<file path="config.mk">
export PLATFORM = sky130hd
export DESIGN_NAME = bios_port
export DESIGN_NICKNAME = d
export VERILOG_FILES = /design/src/rtl/bios_pkg.sv /design/src/rtl/bios_op_decode.sv /design/src/rtl/bios_port.sv
export SDC_FILE = /design/constraint.sdc
export NUM_CORES = 1
export LEC_CHECK = 0
export CORE_UTILIZATION = 43
export DETAILED_ROUTE_END_ITERATION = 6
export PLACE_DENSITY = 0.86
export SYNTH_ARGS = -nofsm -noshare
export SYNTH_HDL_FRONTEND = slang
export SYNTH_HIERARCHICAL = 1
export SYNTH_SLANG_ARGS = --single-unit
</file>
<file path="constraint.sdc">
create_clock -name clk -period 4.6 [get_ports clk]
set_input_delay 0.69 -clock clk [delete_from_list [all_inputs] [get_ports clk]]
set_output_delay 0.69 -clock clk [all_outputs]
set_load 0.1 [all_outputs]
</file>
<file path="src/rtl/bios_pkg.sv">
// ---------------------------------------------------------------------------
// bios_pkg
// Shared definitions for the processor-side BIOS port:
//   - BIOS-class opcode constants (big-endian opcode byte instr[0:7])
//   - bios_state encoding driven by the BIOS
//   - request / preempt FSM state encodings
//   - opcode classification struct produced by bios_op_decode
//   - helper to detect a bios_state transition between two samples
// ---------------------------------------------------------------------------
package bios_pkg;

    localparam logic [7:0] OP_NONE       = 8'h00;
    localparam logic [7:0] OP_HALT       = 8'h01;
    localparam logic [7:0] OP_GETTIME    = 8'hB0;
    localparam logic [7:0] OP_LOCK       = 8'hB1;
    localparam logic [7:0] OP_RELEASE    = 8'hB2;
    localparam logic [7:0] OP_GETQUANTUM = 8'hB3;
    localparam logic [7:0] OP_SETQUANTUM = 8'hB4;
    localparam logic [7:0] OP_BIOSINT    = 8'hB5;

    typedef enum logic [1:0] {
        BS_INV         = 2'd0,
        BS_BIOSEXEC    = 2'd1,
        BS_PROCESSEXEC = 2'd2,
        BS_PROCESSINT  = 2'd3
    } bios_state_e;

    typedef enum logic [1:0] {
        R_IDLE  = 2'd0,
        R_ISSUE = 2'd1,
        R_WAIT  = 2'd2,
        R_WB    = 2'd3
    } req_state_e;

    typedef enum logic [1:0] {
        P_RUN  = 2'd0,
        P_PEND = 2'd1,
        P_BIOS = 2'd2
    } pre_state_e;

    typedef struct packed {
        logic is_bios;        // opcode is handled by the BIOS port
        logic needs_wb;       // BIOS returns data to the register file
        logic needs_operand;  // register value is forwarded to the BIOS
    } op_class_t;

    // True when the BIOS state moved from 'from_s' (previous sample) to
    // 'to_s' (current sample).
    function automatic logic bs_transition(input logic [1:0]  prev_s,
                                           input logic [1:0]  cur_s,
                                           input bios_state_e from_s,
                                           input bios_state_e to_s);
        return (prev_s == from_s) && (cur_s == to_s);
    endfunction

endpackage

</file>
<file path="src/rtl/bios_op_decode.sv">
// ---------------------------------------------------------------------------
// bios_op_decode
// Purely combinational classification of an 8-bit opcode.
// Ports:
//   opcode_i    in  [7:0]       opcode byte (instr[0:7])
//   op_class_o  out op_class_t  {is_bios, needs_wb, needs_operand}
// ---------------------------------------------------------------------------
module bios_op_decode
    import bios_pkg::*;
(
    input  logic [7:0] opcode_i,
    output op_class_t  op_class_o
);

    always_comb begin
        op_class_o = '0;
        case (opcode_i)
            OP_GETTIME, OP_GETQUANTUM: begin
                op_class_o.is_bios  = 1'b1;
                op_class_o.needs_wb = 1'b1;
            end
            OP_SETQUANTUM: begin
                op_class_o.is_bios       = 1'b1;
                op_class_o.needs_operand = 1'b1;
            end
            OP_LOCK, OP_RELEASE, OP_BIOSINT, OP_HALT: begin
                op_class_o.is_bios = 1'b1;
            end
            default: begin
                op_class_o = '0;
            end
        endcase
    end

endmodule

</file>
<file path="src/rtl/bios_port.sv">
// ---------------------------------------------------------------------------
// bios_port
// Processor-side endpoint of the BIOS control interface.
//   - Request FSM (R_IDLE/R_ISSUE/R_WAIT/R_WB): accepts BIOS-class opcodes
//     from decode, presents them as a one-cycle opcode pulse, and writes
//     GETTIME/GETQUANTUM results back to the register file.
//   - Preempt FSM (P_RUN/P_PEND/P_BIOS): on bios_state 2->3 stalls fetch,
//     waits for the current instruction (and any in-flight request) to
//     finish, saves the PC and hands control to the BIOS; on 1->2 restores.
//
// Optional feature macro: BIOS_PORT_TIMEOUT_EN
//   defined   : a 16-bit counter runs in P_PEND; reaching TIMEOUT forces the
//               save and sets the sticky timeout_err.
//   undefined : P_PEND waits indefinitely, timeout_err is tied low.
//
// Ports:
//   clk, rst_n                  clock, asynchronous active-low reset
//   instr[0:31], instr_valid    fetched instruction (opcode [0:7], rd [8:12])
//   done_inst                   current instruction retired
//   pc                          current program counter
//   reg_rdata                   register value of instr[8:12] (SETQUANTUM)
//   bios_info, bios_state       BIOS response data / scheduler state
//   processor_opcode_operation  opcode pulse to BIOS (8'h00 when idle)
//   processor_info              SETQUANTUM operand
//   req_ready                   BIOS instruction can be accepted this cycle
//   rd_we/rd_addr/rd_wdata      register writeback
//   stall_fetch                 hold fetch while preemption is pending
//   ctx_save/ctx_restore        one-cycle context pulses
//   saved_pc                    PC captured at preemption
//   timeout_err                 sticky forced-save flag
// ---------------------------------------------------------------------------
module bios_port
    import bios_pkg::*;
#(
    parameter logic [15:0] TIMEOUT = 16'd1024
) (
    input  logic        clk,
    input  logic        rst_n,
    input  logic [0:31] instr,
    input  logic        instr_valid,
    input  logic        done_inst,
    input  logic [31:0] pc,
    input  logic [31:0] reg_rdata,
    input  logic [31:0] bios_info,
    input  logic [1:0]  bios_state,
    output logic [0:7]  processor_opcode_operation,
    output logic [31:0] processor_info,
    output logic        req_ready,
    output logic        rd_we,
    output logic [4:0]  rd_addr,
    output logic [31:0] rd_wdata,
    output logic        stall_fetch,
    output logic        ctx_save,
    output logic        ctx_restore,
    output logic [31:0] saved_pc,
    output logic        timeout_err
);

    // ------------------------------------------------------------------
    // Instruction fields
    // ------------------------------------------------------------------
    logic [7:0] opcode;
    logic [4:0] rd_field;
    logic       unused_instr;

    assign opcode       = instr[0:7];
    assign rd_field     = instr[8:12];
    assign unused_instr = ^instr[13:31];

    op_class_t op_class;

    bios_op_decode u_decode (
        .opcode_i   (opcode),
        .op_class_o (op_class)
    );

    // ------------------------------------------------------------------
    // State registers
    // ------------------------------------------------------------------
    req_state_e  r_state_q;
    pre_state_e  p_state_q;
    logic [1:0]  bs_prev_q;

    logic [7:0]  op_q;
    logic        wb_q;
    logic [4:0]  rd_addr_q;
    logic [31:0] proc_info_q;
    logic [7:0]  opcode_out_q;
    logic        rd_we_q;
    logic [31:0] rd_wdata_q;

    logic        stall_q;
    logic        ctx_save_q;
    logic        ctx_restore_q;
    logic [31:0] saved_pc_q;

    logic        accept;
    logic        save_ok;
    logic        tmo_hit;

    // No new request while a save is pending so the in-flight request is
    // the last one before the context switch.
    assign req_ready = rst_n && (r_state_q == R_IDLE) && (p_state_q != P_PEND);
    assign accept    = instr_valid && req_ready && op_class.is_bios;

    // Normal save: instruction retired and no request in flight.
    assign save_ok   = (p_state_q == P_PEND) && done_inst && (r_state_q == R_IDLE);

    // ------------------------------------------------------------------
    // Optional P_PEND timeout
    // ------------------------------------------------------------------
`ifdef BIOS_PORT_TIMEOUT_EN
    logic [15:0] tmo_cnt_q;
    logic [15:0] tmo_cnt_d;
    logic        timeout_err_q;

    assign tmo_cnt_d = tmo_cnt_q + 16'd1;
    // Fires on the TIMEOUT-th clock edge spent in P_PEND.
    assign tmo_hit   = (p_state_q == P_PEND) && (tmo_cnt_d == TIMEOUT);

    always_ff @(posedge clk or negedge rst_n) begin
        if (!rst_n) begin
            tmo_cnt_q     <= 16'd0;
            timeout_err_q <= 1'b0;
        end else begin
            if (p_state_q == P_PEND) begin
                tmo_cnt_q <= tmo_cnt_d;
            end else begin
                tmo_cnt_q <= 16'd0;
            end
            // Only a save that would not have happened anyway is an error.
            if (tmo_hit && !save_ok) begin
                timeout_err_q <= 1'b1;
            end
        end
    end

    assign timeout_err = timeout_err_q;
`else
    logic unused_timeout;
    assign unused_timeout = ^TIMEOUT;
    assign tmo_hit        = 1'b0;
    assign timeout_err    = 1'b0;
`endif

    // ------------------------------------------------------------------
    // Request FSM
    // ------------------------------------------------------------------
    always_ff @(posedge clk or negedge rst_n) begin
        if (!rst_n) begin
            r_state_q    <= R_IDLE;
            op_q         <= OP_NONE;
            wb_q         <= 1'b0;
            rd_addr_q    <= 5'd0;
            proc_info_q  <= 32'd0;
            opcode_out_q <= OP_NONE;
            rd_we_q      <= 1'b0;
            rd_wdata_q   <= 32'd0;
        end else begin
            // Pulse outputs default low every cycle.
            opcode_out_q <= OP_NONE;
            rd_we_q      <= 1'b0;
            case (r_state_q)
                R_IDLE: begin
                    if (accept) begin
                        op_q      <= opcode;
                        wb_q      <= op_class.needs_wb;
                        rd_addr_q <= rd_field;
                        if (op_class.needs_operand) begin
                            proc_info_q <= reg_rdata;
                        end
                        r_state_q <= R_ISSUE;
                    end
                end
                R_ISSUE: begin
                    opcode_out_q <= op_q;
                    r_state_q    <= wb_q ? R_WAIT : R_IDLE;
                end
                R_WAIT: begin
                    // BIOS samples the opcode on this edge.
                    r_state_q <= R_WB;
                end
                R_WB: begin
                    rd_we_q    <= 1'b1;
                    rd_wdata_q <= bios_info;
                    r_state_q  <= R_IDLE;
                end
                default: begin
                    r_state_q <= R_IDLE;
                end
            endcase
        end
    end

    // ------------------------------------------------------------------
    // Preempt FSM
    // ------------------------------------------------------------------
    always_ff @(posedge clk or negedge rst_n) begin
        if (!rst_n) begin
            p_state_q     <= P_RUN;
            bs_prev_q     <= BS_INV;
            stall_q       <= 1'b0;
            ctx_save_q    <= 1'b0;
            ctx_restore_q <= 1'b0;
            saved_pc_q    <= 32'd0;
        end else begin
            bs_prev_q     <= bios_state;
            ctx_save_q    <= 1'b0;
            ctx_restore_q <= 1'b0;
            case (p_state_q)
                P_RUN: begin
                    if (bs_transition(bs_prev_q, bios_state, BS_PROCESSEXEC, BS_PROCESSINT)) begin
                        stall_q   <= 1'b1;
                        p_state_q <= P_PEND;
                    end
                end
                P_PEND: begin
                    // bios_state changes are ignored here: a 3->1 while
                    // pending still completes the save normally.
                    if (save_ok || tmo_hit) begin
                        saved_pc_q <= pc;
                        ctx_save_q <= 1'b1;
                        stall_q    <= 1'b0;
                        p_state_q  <= P_BIOS;
                    end
                end
                P_BIOS: begin
                    if (bs_transition(bs_prev_q, bios_state, BS_BIOSEXEC, BS_PROCESSEXEC)) begin
                        ctx_restore_q <= 1'b1;
                        p_state_q     <= P_RUN;
                    end
                end
                default: begin
                    p_state_q <= P_RUN;
                end
            endcase
        end
    end

    // ------------------------------------------------------------------
    // Outputs
    // ------------------------------------------------------------------
    assign processor_opcode_operation = opcode_out_q;
    assign processor_info             = proc_info_q;
    assign rd_we                      = rd_we_q;
    assign rd_addr                    = rd_addr_q;
    assign rd_wdata                   = rd_wdata_q;
    assign stall_fetch                = stall_q;
    assign ctx_save                   = ctx_save_q;
    assign ctx_restore                = ctx_restore_q;
    assign saved_pc                   = saved_pc_q;

endmodule

</file>
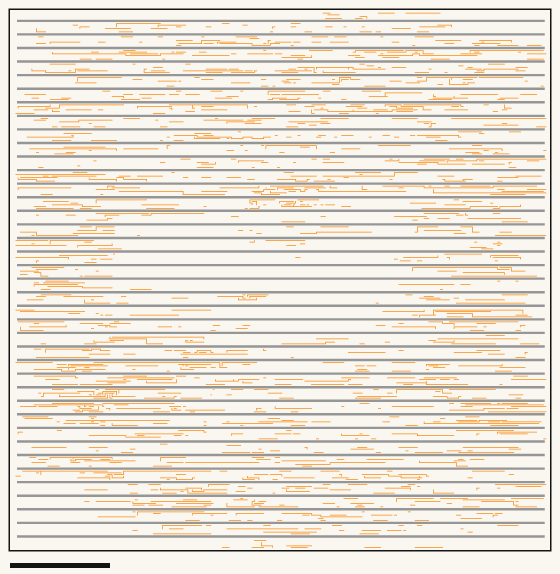
m1.png
The bar under the picture is 20 µm long. Supply wires on this layer in grey.
The layer carries 4260 µm of wire. The longest straight run is 25.3 µm.

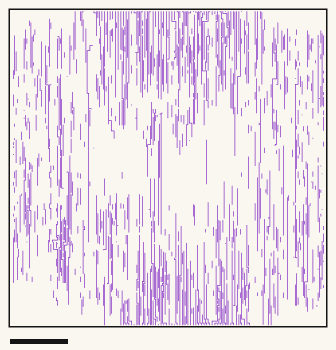
m2.png
The bar under the picture is 20 µm long.
612 nets have wire on it. The layer carries 6090 µm of wire. The longest straight run is 51.0 µm. The layer holds 54% of the routed length.

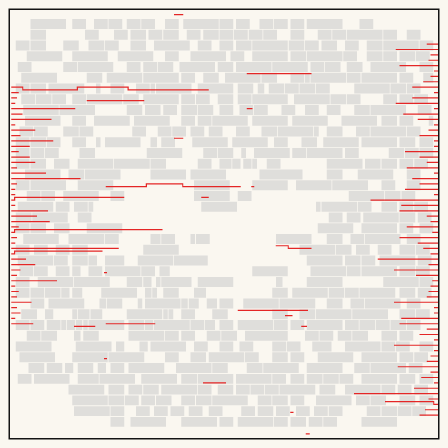
m3.png
Cells faint in the background.
121 nets have wire on it. The wires run mostly horizontal. The layer holds 7.1% of the routed length.

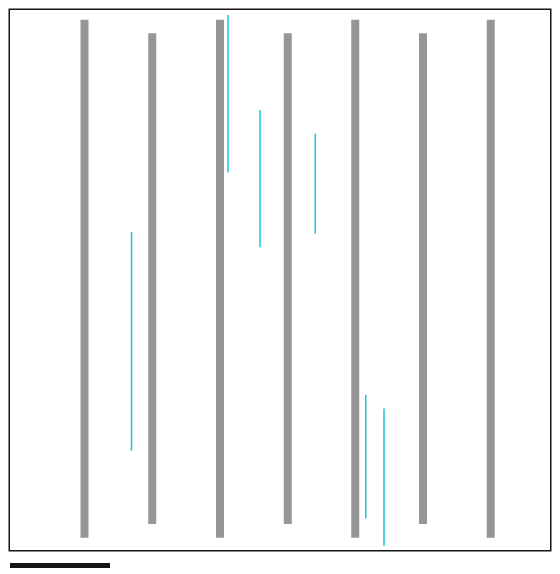
m4.png
The bar under the picture is 20 µm long. Supply wires on this layer in grey.
The layer carries 173 µm of wire. The wires run mostly vertical.

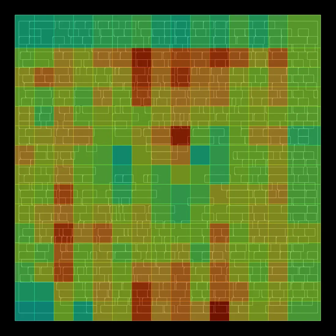
congestion_map.png
routed wire length per instance: 16.5 µm
grt met3 use: 6.87%
Overall Global Routing Usage: 20.1%

==> job_summary.md <==
## PnR job results

| Metric | Value |
|---|---|
| Share of flip-flops with an asynchronous set or reset after synthesis | 100% |
| Slowest Stage Delay on Critical Path | just under 0.8 ns |
| Cell-by-cell trace of the critical path | clkdlybuf4s50_1 -> nor3_1 -> nand3_1 -> a21boi_1 -> nand3_1 -> nor4_4 -> mux2_2 |
| Initial DRC Count | about 120 |
| Post-layout net count | 668 |
| Placed Instance Area | 7250 µm² |
| Yosys cell count | 295 |
| Worst-case headroom to the max-slew limit | a little under a third |
| Reg clk slew, reported paths | approximately 0.06 ns |
| Class of the tightest hold or removal check | input port to asynchronous set/reset pin |
| Number of placement rows | 38 |
| Final setup fails | 0 |
| Ratio of final minimum period to clock period | 62.9% |
| Share of the yosys chip area belonging to registers | 66.0% |
| Weighted congestion reported at the end of routability-driven placement | 0.778 |
| Biggest area consumer among synthesized cells | sky130_fd_sc_hd__dfrtp_1 |
| Worst Hold Slack | 0.282 ns |
| Final critical path time including I/O delays and setup | 2.89 ns |
| FMAX | 0.346 GHz |
| GR Overflow Total | 0 |
| CTS Hold Buffers Added | 0 |
| Count of warning messages emitted by the tools | 45 |
| Summed standard-cell area reported by yosys | 4850 µm² |
| CTS H-tree lvls | 4 |
| Sequential standard cell area | between 3000 and 4000 µm² |
| Sum of negative setup slack | 0 ns |
| Maximum fanout encountered on the critical timing path | 15 |
| Total wire length after detailed routing | 11300 µm |
| HPWL after DPL | 8210 µm |
| Count of endpoints failing hold in the final timing report | 0 |
| Post-synth tally of flip-flops with integrated enable | 0 |
| Critical path launch point | instr[6] |
| Largest clock skew in the final design | about 0.0074 ns |
| DIE AREA | around 12000 µm² |
| Antenna violations before repair | 0 |
| Number of buffers inserted by port buffering | 228 |
| Syn_nets | 429 |
| Antenna diode instance count | 0 |
| TritonRoute pass-1 iters | 6 |
| Die Width | 108 µm |
| Reported leakage power | 3.47 nW |
| Root buf cell | sky130_fd_sc_hd__clkbuf_16 |
| Crit-path slowest cell | sky130_fd_sc_hd__nor4_4 |
| Count of instances resized after the clock tree is built | 0 |
| Final Slew Violations | 0 |
| Most used standard cell by instance count after synthesis | sky130_fd_sc_hd__dfrtp_1 |
| CP most frequent cell | sky130_fd_sc_hd__nand3_1 |
| Average via count per standard cell | between 4 and 5 |
| Worst IR drop on VDD | between 0.0006 and 0.0007 V |
| Clock tree from TritonCTS | built |
| Total number of vias | ~3300 |
| Num ports | 249 |
| Most Crowded Layer GR | met2 |
| First-pass GRT wire length | 17500 µm |
| Count of unresolved DRC violations after routing | 0 |
| Worst Path Required | 4.88 ns |
| Total core area | 10900 µm² |
| Total of fill cells in the finished design | ~720 |
| Actual slew at the worst max-slew pin | 1.04 ns |
| Number of distinct library cells after synthesis | 32 |
| Maximum number of buffers from clock root to sink | 2 |
| Final ANT Viol Nets | 0 |
| Comb gate area | 1550 µm² |
| Mean Syn Cell Area | 16.5 µm² |
| Sinks on the clock net | 128 |
| Nature of the critical path startpoint | input port |
| RSZ-0062 raised after global routing | no |
| Power per cell area | 570 nW/µm² |
| Pin count of the biggest net entering global routing | approximately 86 |
| Yosys warns | 6 |
| Area added between synthesis and finish | 60.8% |
| Initial Utilization | 44.4% |
| Synth top cells by count | 128 x sky130_fd_sc_hd__dfrtp_1, 107 x sky130_fd_sc_hd__mux2_2, 8 x sky130_fd_sc_hd__and2_1 |
| Met2 track demand over resource in global routing | a little over a third |
| Startpoint of the worst-slack reg-to-reg timing path | p_state_q[1]$_DFFE_PN0P_ |
| Met1 track demand over resource in global routing | 21.8% |
| Number of clock buffers inserted by TritonCTS | 17 |
| Max_cap viols | 0 |
| Post-CTS setup buffer count | 0 |
| Post-synthesis instance area | 4850 µm² |
| Die H | 108 µm |
| Ratio of cells with drive above 1 in the final layout | 26.6% |
| Main area contributors after synthesis | sky130_fd_sc_hd__dfrtp_1 66%, sky130_fd_sc_hd__mux2_2 25%, sky130_fd_sc_hd__and2_1 1.0% |
| Final std cell area, no fill | 7800 µm² |
| Critical path data arrival time | 3.18 ns |
| Clk_lat worst skew | 0.40 ns |
| Synth flops | ~130 |
| Top cell area share | 66.0% |
| Outcome | completed |
| Flip-flop cell with the highest count after synthesis | sky130_fd_sc_hd__dfrtp_1 |
| Crit Path Class | input port to register |
| Gate count after technology mapping | 295 |
| Element type at the critical path end | register |
| Vias in the first global route | approximately 3500 |
==> critical path, delay by kind of cell <==
family	cells	cell delay [ns]
AOI/OAI and AO/OA	1	0.23
buffers and inverters	1	0.51
muxes	1	0.42
and+or+nand+nor	4	1.32
==> cells in the final DEF, fill, tap and decap left out, types with 2 or more instances in the layout <==
cell type	synthesis	final
sky130_fd_sc_hd__nand2_1	5	5
sky130_fd_sc_hd__clkbuf_1	0	6
sky130_fd_sc_hd__clkdlybuf4s50_1	0	226
sky130_fd_sc_hd__bufinv_16	0	2
sky130_fd_sc_hd__a32o_1	2	2
sky130_fd_sc_hd__clkinv_2	0	3
sky130_fd_sc_hd__and2_1	8	8
sky130_fd_sc_hd__nor2_1	2	2
sky130_fd_sc_hd__mux2_1	3	3
sky130_fd_sc_hd__clkbuf_8	0	2
sky130_fd_sc_hd__mux2_2	107	107
sky130_fd_sc_hd__clkbuf_16	0	17
sky130_fd_sc_hd__dfrtp_1	128	128
sky130_fd_sc_hd__nor3_1	2	2
sky130_fd_sc_hd__buf_4	1	5
sky130_fd_sc_hd__nand3_1	2	2
sky130_fd_sc_hd__inv_1	5	5
sky130_fd_sc_hd__nand2b_1	2	2
==> final timing paths <==
path / to / slack, ns / cells after the start
max: op_q[0]$_DFFE_PN0P_ / 1.71 / 7
min reg2reg: processor_opcode_operation[6]$_DFF_PN0_ / 0.47 / 1
min: saved_pc[7]$_DFFE_PN0P_ / 0.28 / 1
min in group clk: processor_opcode_operation[6]$_DFF_PN0_ / 0.47 / 1
max reg2reg: saved_pc[17]$_DFFE_PN0P_ / 2.50 / 3
max in group asynchronous: saved_pc[12]$_DFFE_PN0P_ / 2.84 / 2
==> per-stage QoR <==
stage	worst slack (ns)	util, %	cells	power (mW)
final	1.71	71.4	686	4.45
after floorplan	2.26	-	295	2.71
after CTS	1.71	71.4	686	4.49
after global placement	1.35	66.3	655	3.19
after detailed placement	1.28	66.3	655	3.22
after global routing	1.57	71.4	686	4.60
==> layout make-up <==
class / instances / area share (%)
Clock buffer: 25 / 6.09
Clock inverter: 6 / 1.06
Inverter: 5 / 0.240
Multi-Input combinational cell: 151 / 19.9
Sequential cell: 128 / 41.0
Tap cell: 140 / 2.24
Timing Repair Buffer: 231 / 29.5
==> registers in the layout (all words and copies together), names as in the netlist, named ones only <==
name,cells
bs_prev_q,2
p_state_q,2
processor_info,32
saved_pc,32
wb_q,1
r_state_q,1
ctx_restore,1
op_q,8
processor_opcode_operation,8
rd_wdata,32
rd_addr,5
rd_we,1
ctx_save,1
stall_fetch,1
==> cells by family after synthesis <==
logic type / count (synthesis) / share of synthesized area [%]
flops: 128 / 66.0
mux: 110 / 25.5
simple gates: 33 / 5.10
buf+inv: 16 / 2.09
compound gates: 6 / 1.06
xor+xnor: 1 / 0.180
other cells: 1 / 0.0772
==> power by group <==
| part | internal, mW | switching (mW) |
|---|---|---|
| Combinational | 0.469 | 1.34 |
| Sequential | 1.30 | 0.0829 |
| Clock | 0.820 | 0.440 |
| Total | 2.59 | 1.86 |
==> metal layers <==
metal / vias up / share of wire [%]
li1: 1512 / -
met1: 1646 / 38
met2: 140 / 54
met3: 14 / 7.1
met4: 0 / 1.5
met5: - / 0
Power and IR drop assume default switching activity.
